[src/rtl/key_scan_pkg.sv]
// rtl/key_scan_pkg.sv - shared types and constants for the key matrix scanner
//
// Purpose : FSM state enum, frame-class enum, column strobe constants and
//           key code width used by key_matrix_scan and key_row_sync.
// Ports   : none (package).
package key_scan_pkg;

   localparam int KEY_W = 4;   // key code = {col_idx[1:0], row_idx[1:0]}
   localparam int ROW_W = 4;   // row sense lines
   localparam int COL_W = 4;   // column strobes

   // Active-low one-hot column strobes, indexed by column number.
   localparam logic [COL_W-1:0] COL_STROBE_0 = 4'b1110;
   localparam logic [COL_W-1:0] COL_STROBE_1 = 4'b1101;
   localparam logic [COL_W-1:0] COL_STROBE_2 = 4'b1011;
   localparam logic [COL_W-1:0] COL_STROBE_3 = 4'b0111;

   typedef enum logic [1:0] {
      ST_IDLE     = 2'd0,
      ST_DEBOUNCE = 2'd1,
      ST_PRESSED  = 2'd2,
      ST_RELEASE  = 2'd3
   } scan_state_e;

   typedef enum logic [1:0] {
      FRAME_NONE   = 2'd0,
      FRAME_SINGLE = 2'd1,
      FRAME_MULTI  = 2'd2
   } frame_class_e;

   function automatic logic [COL_W-1:0] col_strobe(input logic [1:0] idx);
      logic [COL_W-1:0] s;
      case (idx)
         2'd0:    s = COL_STROBE_0;
         2'd1:    s = COL_STROBE_1;
         2'd2:    s = COL_STROBE_2;
         default: s = COL_STROBE_3;
      endcase
      return s;
   endfunction

endpackage

[src/rtl/key_row_sync.sv]
// rtl/key_row_sync.sv - two-flop synchronizer for the asynchronous row lines
//
// Purpose : bring the pulled-up, active-low row sense lines into the clk_i
//           domain. Reset value is all ones (no key pressed).
// Ports   : clk_i   - clock
//           rst_ni  - asynchronous active-low reset
//           row_i   - raw row lines (asynchronous)
//           row_o   - synchronized row lines
module key_row_sync
   import key_scan_pkg::*;
(
   input  logic             clk_i,
   input  logic             rst_ni,
   input  logic [ROW_W-1:0] row_i,
   output logic [ROW_W-1:0] row_o
);

   logic [ROW_W-1:0] meta_q;
   logic [ROW_W-1:0] sync_q;

   always_ff @(posedge clk_i or negedge rst_ni) begin
      if (!rst_ni) begin
         meta_q <= '1;
         sync_q <= '1;
      end else begin
         meta_q <= row_i;
         sync_q <= meta_q;
      end
   end

   assign row_o = sync_q;

endmodule

[src/rtl/key_matrix_scan.sv]
// rtl/key_matrix_scan.sv - 4x4 key matrix scanner with debounce
//
// Purpose : strobes the columns, samples the rows into a 16-bit frame image,
//           classifies each complete frame and debounces a single key press
//           and its release.
// Config  : KEY_REPEAT_EN - when defined, key_valid re-pulses every
//           REPEAT_FRAMES frames while a key stays in PRESSED.
// Ports   : CLK       - clock
//           reset_n   - asynchronous active-low reset
//           row       - row sense lines, active-low, asynchronous
//           col       - column strobe, active-low one-hot
//           key       - last accepted key code {col_idx, row_idx}
//           key_valid - one-cycle pulse on acceptance (and on repeat)
//           key_held  - high while the accepted key is held down
module key_matrix_scan
   import key_scan_pkg::*;
#(
   parameter int SCAN_DIV      = 256,
   parameter int DEBOUNCE      = 4,
   parameter int REPEAT_FRAMES = 64
) (
   input  logic             CLK,
   input  logic             reset_n,
   input  logic [ROW_W-1:0] row,
   output logic [COL_W-1:0] col,
   output logic [KEY_W-1:0] key,
   output logic             key_valid,
   output logic             key_held
);

   if (SCAN_DIV < 4) begin : g_bad_scan_div
      $error("key_matrix_scan: SCAN_DIV must be at least 4");
   end
   if (DEBOUNCE < 1 || DEBOUNCE > 15) begin : g_bad_debounce
      $error("key_matrix_scan: DEBOUNCE must be in 1..15");
   end
   if (REPEAT_FRAMES < 1) begin : g_bad_repeat
      $error("key_matrix_scan: REPEAT_FRAMES must be at least 1");
   end

   localparam int                  PRESC_W    = $clog2(SCAN_DIV);
   localparam logic [PRESC_W-1:0]  PRESC_LAST = PRESC_W'(SCAN_DIV - 1);
   localparam logic [3:0]          DEB_CNT    = 4'(DEBOUNCE);

   // ------------------------------------------------------------------
   // Row synchronizer
   // ------------------------------------------------------------------
   logic [ROW_W-1:0] row_sync;

   key_row_sync u_row_sync (
      .clk_i  (CLK),
      .rst_ni (reset_n),
      .row_i  (row),
      .row_o  (row_sync)
   );

   // ------------------------------------------------------------------
   // Prescaler, column walk and frame image
   // ------------------------------------------------------------------
   logic [PRESC_W-1:0] presc_q, presc_d;
   logic [1:0]         col_idx_q, col_idx_d;
   logic [15:0]        image_q, image_d;
   logic [15:0]        frame_image;
   logic               tick;
   logic               frame_end;

   assign tick      = (presc_q == PRESC_LAST);
   assign frame_end = tick && (col_idx_q == 2'd3);
   assign col       = col_strobe(col_idx_q);

   // The image as it will look after this tick's sample; at frame end this
   // is the complete frame, so classification does not wait a cycle.
   always_comb begin
      frame_image = image_q;
      frame_image[{col_idx_q, 2'b00} +: ROW_W] = row_sync;
   end

   always_comb begin
      presc_d   = tick ? '0 : presc_q + PRESC_W'(1);
      col_idx_d = tick ? col_idx_q + 2'd1 : col_idx_q;
      image_d   = tick ? frame_image : image_q;
   end

   always_ff @(posedge CLK or negedge reset_n) begin
      if (!reset_n) begin
         presc_q   <= '0;
         col_idx_q <= 2'd0;
         image_q   <= '1;
      end else begin
         presc_q   <= presc_d;
         col_idx_q <= col_idx_d;
         image_q   <= image_d;
      end
   end

   // ------------------------------------------------------------------
   // Frame classifier
   // ------------------------------------------------------------------
   logic [4:0]       low_count;
   logic [KEY_W-1:0] low_code;
   frame_class_e     frame_class;

   // Image bit index equals the key code, so the position of the single
   // low bit is the candidate code directly.
   always_comb begin
      low_count = '0;
      low_code  = '0;
      for (int i = 0; i < 16; i++) begin
         if (!frame_image[i]) begin
            low_count = low_count + 5'd1;
            low_code  = KEY_W'(i);
         end
      end
      if (low_count == 5'd0) begin
         frame_class = FRAME_NONE;
      end else if (low_count == 5'd1) begin
         frame_class = FRAME_SINGLE;
      end else begin
         frame_class = FRAME_MULTI;
      end
   end

   // ------------------------------------------------------------------
   // Debounce FSM
   // ------------------------------------------------------------------
   scan_state_e      state_q, state_d;
   logic [3:0]       cnt_q, cnt_d;
   logic [3:0]       cnt_inc;
   logic [KEY_W-1:0] cand_q, cand_d;
   logic [KEY_W-1:0] key_q, key_d;
   logic             key_valid_q, key_valid_d;
   logic             key_held_q, key_held_d;
   logic             accept;
   logic             repeat_fire;

   assign cnt_inc = cnt_q + 4'd1;

   // State register
   always_ff @(posedge CLK or negedge reset_n) begin
      if (!reset_n) begin
         state_q     <= ST_IDLE;
         cnt_q       <= 4'd0;
         cand_q      <= '0;
         key_q       <= '0;
         key_valid_q <= 1'b0;
         key_held_q  <= 1'b0;
      end else begin
         state_q     <= state_d;
         cnt_q       <= cnt_d;
         cand_q      <= cand_d;
         key_q       <= key_d;
         key_valid_q <= key_valid_d;
         key_held_q  <= key_held_d;
      end
   end

   // Next-state logic; evaluates only at frame end.
   always_comb begin
      state_d = state_q;
      cnt_d   = cnt_q;
      cand_d  = cand_q;
      accept  = 1'b0;
      if (frame_end) begin
         unique case (state_q)
            ST_IDLE: begin
               if (frame_class == FRAME_SINGLE) begin
                  cand_d = low_code;
                  cnt_d  = 4'd1;
                  if (DEBOUNCE == 1) begin
                     state_d = ST_PRESSED;
                     accept  = 1'b1;
                  end else begin
                     state_d = ST_DEBOUNCE;
                  end
               end
            end
            ST_DEBOUNCE: begin
               if (frame_class == FRAME_SINGLE && low_code == cand_q) begin
                  if (cnt_inc == DEB_CNT) begin
                     state_d = ST_PRESSED;
                     cnt_d   = 4'd0;
                     accept  = 1'b1;
                  end else begin
                     cnt_d = cnt_inc;
                  end
               end else begin
                  state_d = ST_IDLE;
                  cnt_d   = 4'd0;
               end
            end
            ST_PRESSED: begin
               // Any activity, including a second key, keeps the held key.
               if (frame_class == FRAME_NONE) begin
                  cnt_d   = 4'd1;
                  state_d = (DEBOUNCE == 1) ? ST_IDLE : ST_RELEASE;
               end
            end
            ST_RELEASE: begin
               if (frame_class == FRAME_NONE) begin
                  if (cnt_inc == DEB_CNT) begin
                     state_d = ST_IDLE;
                     cnt_d   = 4'd0;
                  end else begin
                     cnt_d = cnt_inc;
                  end
               end else begin
                  state_d = ST_PRESSED;
                  cnt_d   = 4'd0;
               end
            end
            default: begin
               state_d = ST_IDLE;
               cnt_d   = 4'd0;
            end
         endcase
      end
   end

`ifdef KEY_REPEAT_EN
   // Repeat counter: frames spent in PRESSED since the last pulse or since
   // (re-)entry; any frame that does not stay in PRESSED restarts it.
   localparam int               REP_W    = $clog2(REPEAT_FRAMES + 1);
   localparam logic [REP_W-1:0] REP_LAST = REP_W'(REPEAT_FRAMES - 1);

   logic [REP_W-1:0] rep_q, rep_d;

   always_comb begin
      rep_d       = rep_q;
      repeat_fire = 1'b0;
      if (frame_end) begin
         if (state_q == ST_PRESSED && state_d == ST_PRESSED) begin
            if (rep_q == REP_LAST) begin
               rep_d       = '0;
               repeat_fire = 1'b1;
            end else begin
               rep_d = rep_q + REP_W'(1);
            end
         end else begin
            rep_d = '0;
         end
      end
   end

   always_ff @(posedge CLK or negedge reset_n) begin
      if (!reset_n) begin
         rep_q <= '0;
      end else begin
         rep_q <= rep_d;
      end
   end
`else
   assign repeat_fire = 1'b0;
`endif

   // Output logic
   always_comb begin
      key_d       = key_q;
      key_valid_d = accept | repeat_fire;
      key_held_d  = (state_d == ST_PRESSED) || (state_d == ST_RELEASE);
      if (accept) begin
         key_d = cand_d;
      end
   end

   assign key       = key_q;
   assign key_valid = key_valid_q;
   assign key_held  = key_held_q;

endmodule
[config.mk]
export PLATFORM = sky130hd
export DESIGN_NAME = key_matrix_scan
export DESIGN_NICKNAME = d
export VERILOG_FILES = /design/src/rtl/key_scan_pkg.sv /design/src/rtl/key_row_sync.sv /design/src/rtl/key_matrix_scan.sv
export SDC_FILE = /design/constraint.sdc
export NUM_CORES = 1
export LEC_CHECK = 0
export CORE_ASPECT_RATIO = 1.4
export CORE_MARGIN = 2
export CORE_UTILIZATION = 52
export DETAILED_ROUTE_END_ITERATION = 10
export DONT_BUFFER_PORTS = 1
export GPL_TIMING_DRIVEN = 0
export PLACE_DENSITY = 0.67
export SLEW_MARGIN = 10
export SYNTH_ARGS = -nofsm -noshare
export SYNTH_HDL_FRONTEND = slang
export SYNTH_SLANG_ARGS = --single-unit
[constraint.sdc]
create_clock -name CLK -period 10.7 [get_ports CLK]
set_input_delay 1.605 -clock CLK [delete_from_list [all_inputs] [get_ports CLK]]
set_output_delay 1.605 -clock CLK [all_outputs]
set_load 0.02 [all_outputs]
run_1/final_placement.png
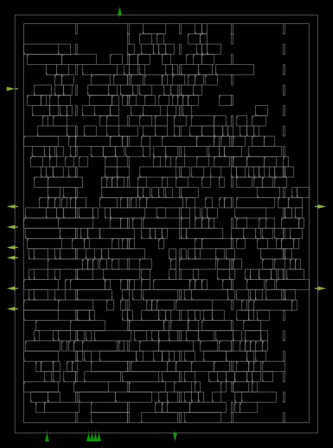
core area: 8050 um^2
Final Instance Count excl. Fillers: 602
# Taps: 102

run_1/wire_density.png
Drawn at 3 px/um. 16 x 22 tiles, from dark blue (low) to red (high), scaled to the fullest tile. Values are wire area over tile area, all layers added.
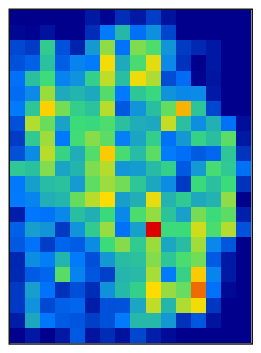
The emptiest ninth of the die: top right. The fullest tile reaches 0.53. The mean over all tiles is 0.16.

run_1/metal_stack.png
Drawn at 3 px/um. Two of the layers only.
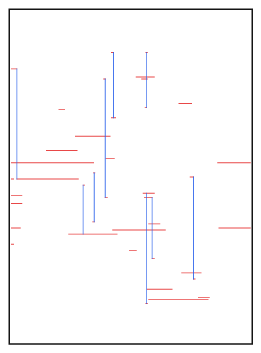
Key: red = met3 [wire length 210 um]; blue = met4 [wire length 240 um]

run_1/port_nets.png
Drawn at 4 px/um.
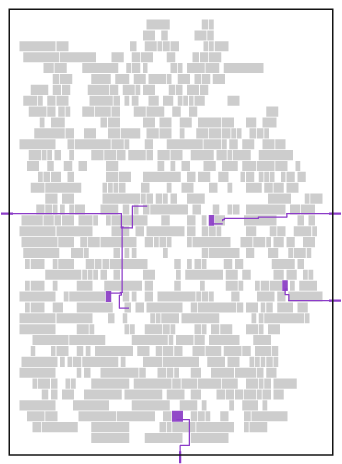
Key: purple = col [direction output, edge 2 right, 1 bottom, 1 left, end cells 4, buffers 0, wire 129 um]

==> flow_summary.yaml, run 1 <==
# synthesis and place-and-route metrics
drt:
  wl_met2_um: 4970
  drc: 0
  drt-wirelength-per-cell_um: 15.4
  wl_met1_um: 3840
  drt_iter0_drc: 135
  highest_layer: "met4"
  dr_wl_met3_um: 210
  vias_per_cell: 5.85
  ant_nets: 0
  wl_um: 9260
cts:
  htreeDepth: 2
  numCtsBuffers: 5
  cts_max_path_buffers: 2
  cts_sinks: 50
  cts-hold-fix-buffers: 0
  cts.clk_slew.worst_paths_ns: 0.06
synthesis:
  yosysChipArea_um2: 4260
  yosys.stat.seqShare_pct: 30.1
  ys_cells: 478
  synthesis.area_um2: 4260
  yosys.area.top_type: "dfrtp_1"
  synth_top_flop_cell: "dfrtp_1"
  edf_count: 0
  top_cell_area_share_pct: 15.3
  synth_cells: 478
  synth.area.top_cells: "dfrtp_1 (15%), dfstp_2 (15%), ha_1 (6.5%)"
  ys_top_cells_by_count: "nor2_1 (50), nand2_1 (42), a21oi_1 (35)"
  ys_warn_count: 0
critical_path:
  crit_end: "key[3]"
  timing.critical_path.from_type: "register"
  path_delay_family: "adder cells"
  cp.depth: 50
  worstRegToRegCells: 50
  r2r_slack_ns: 0.63
  crit_buf_inv: 7
  r2r_end: "key[3]"
  critPathLaunch: "col_idx_q[0]"
  critPathMaxFanout: 10
final_layout:
  largest_register_ffs: 16
  lay_top_count: "nor2_1"
  drive_gt1_share_pct: 22.8
  num_antenna_cells: 0
  regMostFlops: "image_q"
  final_core_util_pct: 59.2
  layout_top_cells: "nor2_1 (46), nand2_1 (42), a21oi_1 (34)"
  layout.nets: 527
final_timing:
  slew_violations: 0
  setup_viol: 0
  fin_worst_skew_ns: 0.00528
  finalHoldViolCount: 0
  fin_crit_ns: 10.07
  tightest_slew_ns: 0.757
  fmax_ghz: 0.0993
  post-route-period-util_pct: 94.1
power:
  p_comb_share_pct: 72.5
  powerDensity_nw_per_um2: 271
  fin_total_pwr_mw: 1.29
  pg_comb_mw: 0.937
  ir_worst_vdd_mv: 0.386
  p_leak_nw: 1.98
global_route:
  grtUsageMet3_pct: 2.44
  grt.busiest_layer: "met2"
  grt_pass1_wl_um: 15700
place:
  placed_cell_area_um2: 4390
  hpwl_um: 7070
  gp_congestion: 0.815
die:
  io_pins: 16
  die_w_um: 80.5
  die_h_um: 111
  rows: 39
  die-area_um2: 8940
hold_path:
  min_delay_path_depth: 0
  worstHoldStart: "u_row_sync.meta_q[0]"
status:
  status: "finished clean"
job:
  warning_count: 31
## run 1: cell families after synthesis
family | count (synthesis) | share of synthesized area, %
adders and majority gates | 22 | 6.46
AOI/OAI and AO/OA | 111 | 17.9
buffers and inverters | 41 | 3.94
and+or+nand+nor | 179 | 21.9
muxes | 19 | 4.79
xor gates and xnor gates | 56 | 14.9
DFF | 50 | 30.1
## run 1: final cells by class
class / count / area, um^2
fill: 709 / 3290
multi-input combinational: 387 / 2920
buffer: 15 / 73.8
clock buffer: 6 / 139
timing repair buffer: 14 / 105
clock inverter: 2 / 17.5
tap: 102 / 128
inverter: 26 / 104
sequential: 50 / 1280
==> inputs of run 2 (changes only) <==
--- a/config.mk
+++ b/config.mk
@@ -5,6 +5,7 @@
 export SDC_FILE = /design/constraint.sdc
 export NUM_CORES = 1
 export LEC_CHECK = 0
+export ABC_CLOCK_PERIOD_IN_PS = 10700
 export CORE_ASPECT_RATIO = 1.4
 export CORE_MARGIN = 2
 export CORE_UTILIZATION = 52
==> flow_summary.yaml, run 2 <==
# synthesis and place-and-route metrics
final_timing:
  fmax_ghz: 0.0993
  setup_viol: 0
  tightest_slew_ns: 0.757
  fin_crit_ns: 10.07
  slew_violations: 0
  post-route-period-util_pct: 94.1
  finalHoldViolCount: 0
  tns_ns: 0
  fin_worst_skew_ns: 0.00528
  timing.hold.ws_ns: 0.355
  max_slew_margin_pct: 49.5
  setup_slack_ns: 0.627
final_layout:
  comb_cells: 387
  lay_top_count: "nor2_1"
  largest_register_ffs: 16
  final-seq-area_um2: 1280
  final.fill_count: 709
  area_share_clock_buf_inv_pct: 3.28
  regMostFlops: "image_q"
  drive_gt1_share_pct: 22.8
  largest_class: "multi-input combinational cells"
  fin_cells: 602
  seq-cell-share_pct: 26.9
  num_antenna_cells: 0
  comb_area_share_pct: 61.2
  layout_top_cells: "nor2_1 (46), nand2_1 (42), a21oi_1 (34)"
  n_all_inverters: 26
  mi_logic_area_um2: 2920
  ff_count: 50
  reg_top3: "image_q (16), presc_q (8)"
  buffer_area_share_pct: 3.75
  clock_buffers: 6
  final_core_util_pct: 59.2
  nNonClkBuffers: 29
  layout.nets: 527
power:
  p_seq_mw: 0.194
  p_comb_share_pct: 72.5
  p_sw_mw: 0.596
  ir_worst_vdd_mv: 0.386
  pg_comb_mw: 0.937
  fin_total_pwr_mw: 1.29
  p_leak_nw: 1.98
  powerDensity_nw_per_um2: 271
  p_sw_share_pct: 46.1
global_route:
  grt.busiest_layer: "met2"
  grt_antenna_before_repair: 0
  grtUsageMet3_pct: 2.44
  grt_overflow: 0
  grt_pass1_wl_um: 15700
cts:
  numCtsBuffers: 5
  clk_latency_ns: 0.29
  cts-hold-fix-buffers: 0
  cts_tree: "yes"
  cts_sinks: 50
  cts.clk_slew.worst_paths_ns: 0.06
  post_cts_resized: 7
  htreeDepth: 2
  cts_max_path_buffers: 2
  cts-root-buf: "clkbuf_16"
die:
  die-area_um2: 8940
  coreArea_um2: 8050
  rows: 39
  die_h_um: 111
  n_tap_cell: 102
  die_w_um: 80.5
  initial_core_util_pct: 52.9
drt:
  dr_wl_met3_um: 210
  drt-wirelength-per-cell_um: 15.4
  wl_um: 9260
  wl_met1_um: 3840
  highest_layer: "met4"
  drt_iter0_drc: 135
  drc: 0
  wl_met2_um: 4970
  ant_nets: 0
  vias_per_cell: 5.85
critical_path:
  cpMaxStageDelayCell: "dfrtp_2"
  crit_buf_inv: 7
  critPathMaxFanout: 10
  timing.critical_path.from_type: "register"
  path_delay_family: "adder cells"
synthesis:
  yosysChipArea_um2: 4260
  ys_top_cells_by_count: "nor2_1 (50), nand2_1 (42), a21oi_1 (35)"
  ys_types: 76
  yosys.stat.seqShare_pct: 30.1
  ys_sh_aoi_pct: 17.9
  simple_gate_share_pct: 21.9
  numSynthFlops: 50
  logic_family: "simple AND/OR/NAND/NOR gates"
  synth.area.top_cells: "dfrtp_1 (15%), dfstp_2 (15%), ha_1 (6.5%)"
  ys_cells: 478
  adder_share_pct: 6.46
  syn_nets: 506
  edf_count: 0
  synthesis.area_um2: 4260
  synthArstFlopShare_pct: 100
  top_cell_area_share_pct: 15.3
  yosys.area.top_type: "dfrtp_1"
  xor_share_pct: 14.9
  synth_cells: 478
  synth.avg_cell_area_um2: 8.91
  synth_top_flop_cell: "dfrtp_1"
  ys_sh_mux_pct: 4.79
  ys_warn_count: 0
  top_cell: "nor2_1"
place:
  placed_cell_area_um2: 4390
  dp_cells: 580
  hpwl_um: 7070
  gp_congestion: 0.815
job:
  warning_count: 31
status:
  status: "finished clean"
==> run 2: cell families (layout without fill, tap and decap cells) <==
group,Yosys count,in the layout
mux,19,19
buf+inv,41,63
flops,50,50
fa+ha+maj,22,22
compound gates,111,111
simple gates,179,179
xor+xnor,56,56
==> run 2: path summary, 6_finish.rpt <==
kind / from / end / slack (ns) / cells after the start
worst max-delay path: col_idx_q[0] / key[3] / 0.63 / 50
worst min-delay path: u_row_sync.meta_q[0] / u_row_sync.row_o[0] / 0.35 / 0
worst min register to register: u_row_sync.meta_q[0] / u_row_sync.row_o[0] / 0.35 / 0
max in group asynchronous: reset_n / image_q[5] / 9.51 / 0
min in group asynchronous: reset_n / state_q[1] / 1.01 / 0
worst max register to register: col_idx_q[0] / key[3] / 0.63 / 50
run_2/registers.png
Drawn at 4 px/um.
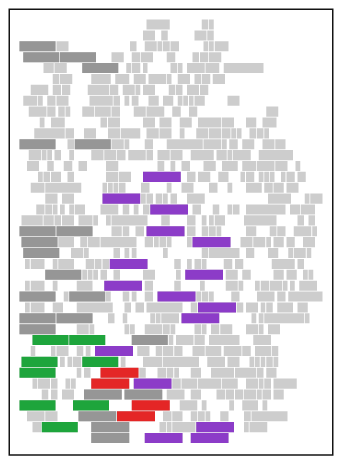
Key: red = u_row_sync.row_o [placed flops 4]; green = presc_q [placed flops 8, where bottom left]; purple = image_q [placed flops 16]
Another 22 sequential cells are not coloured.

run_2/metal_stack.png
Drawn at 3 px/um. Two of the layers only.
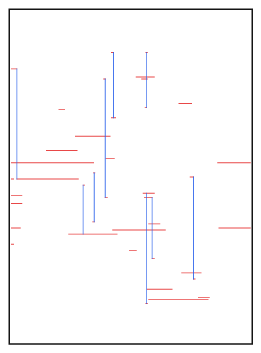
Key: blue = met4 [wire length 240 um]; red = met3 [wire length 210 um]

run_2/port_nets.png
Drawn at 4 px/um.
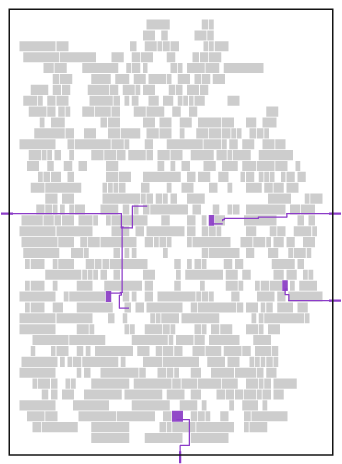
IO Port Bufs: 0
io pins: 16

Power and IR drop assume default switching activity.
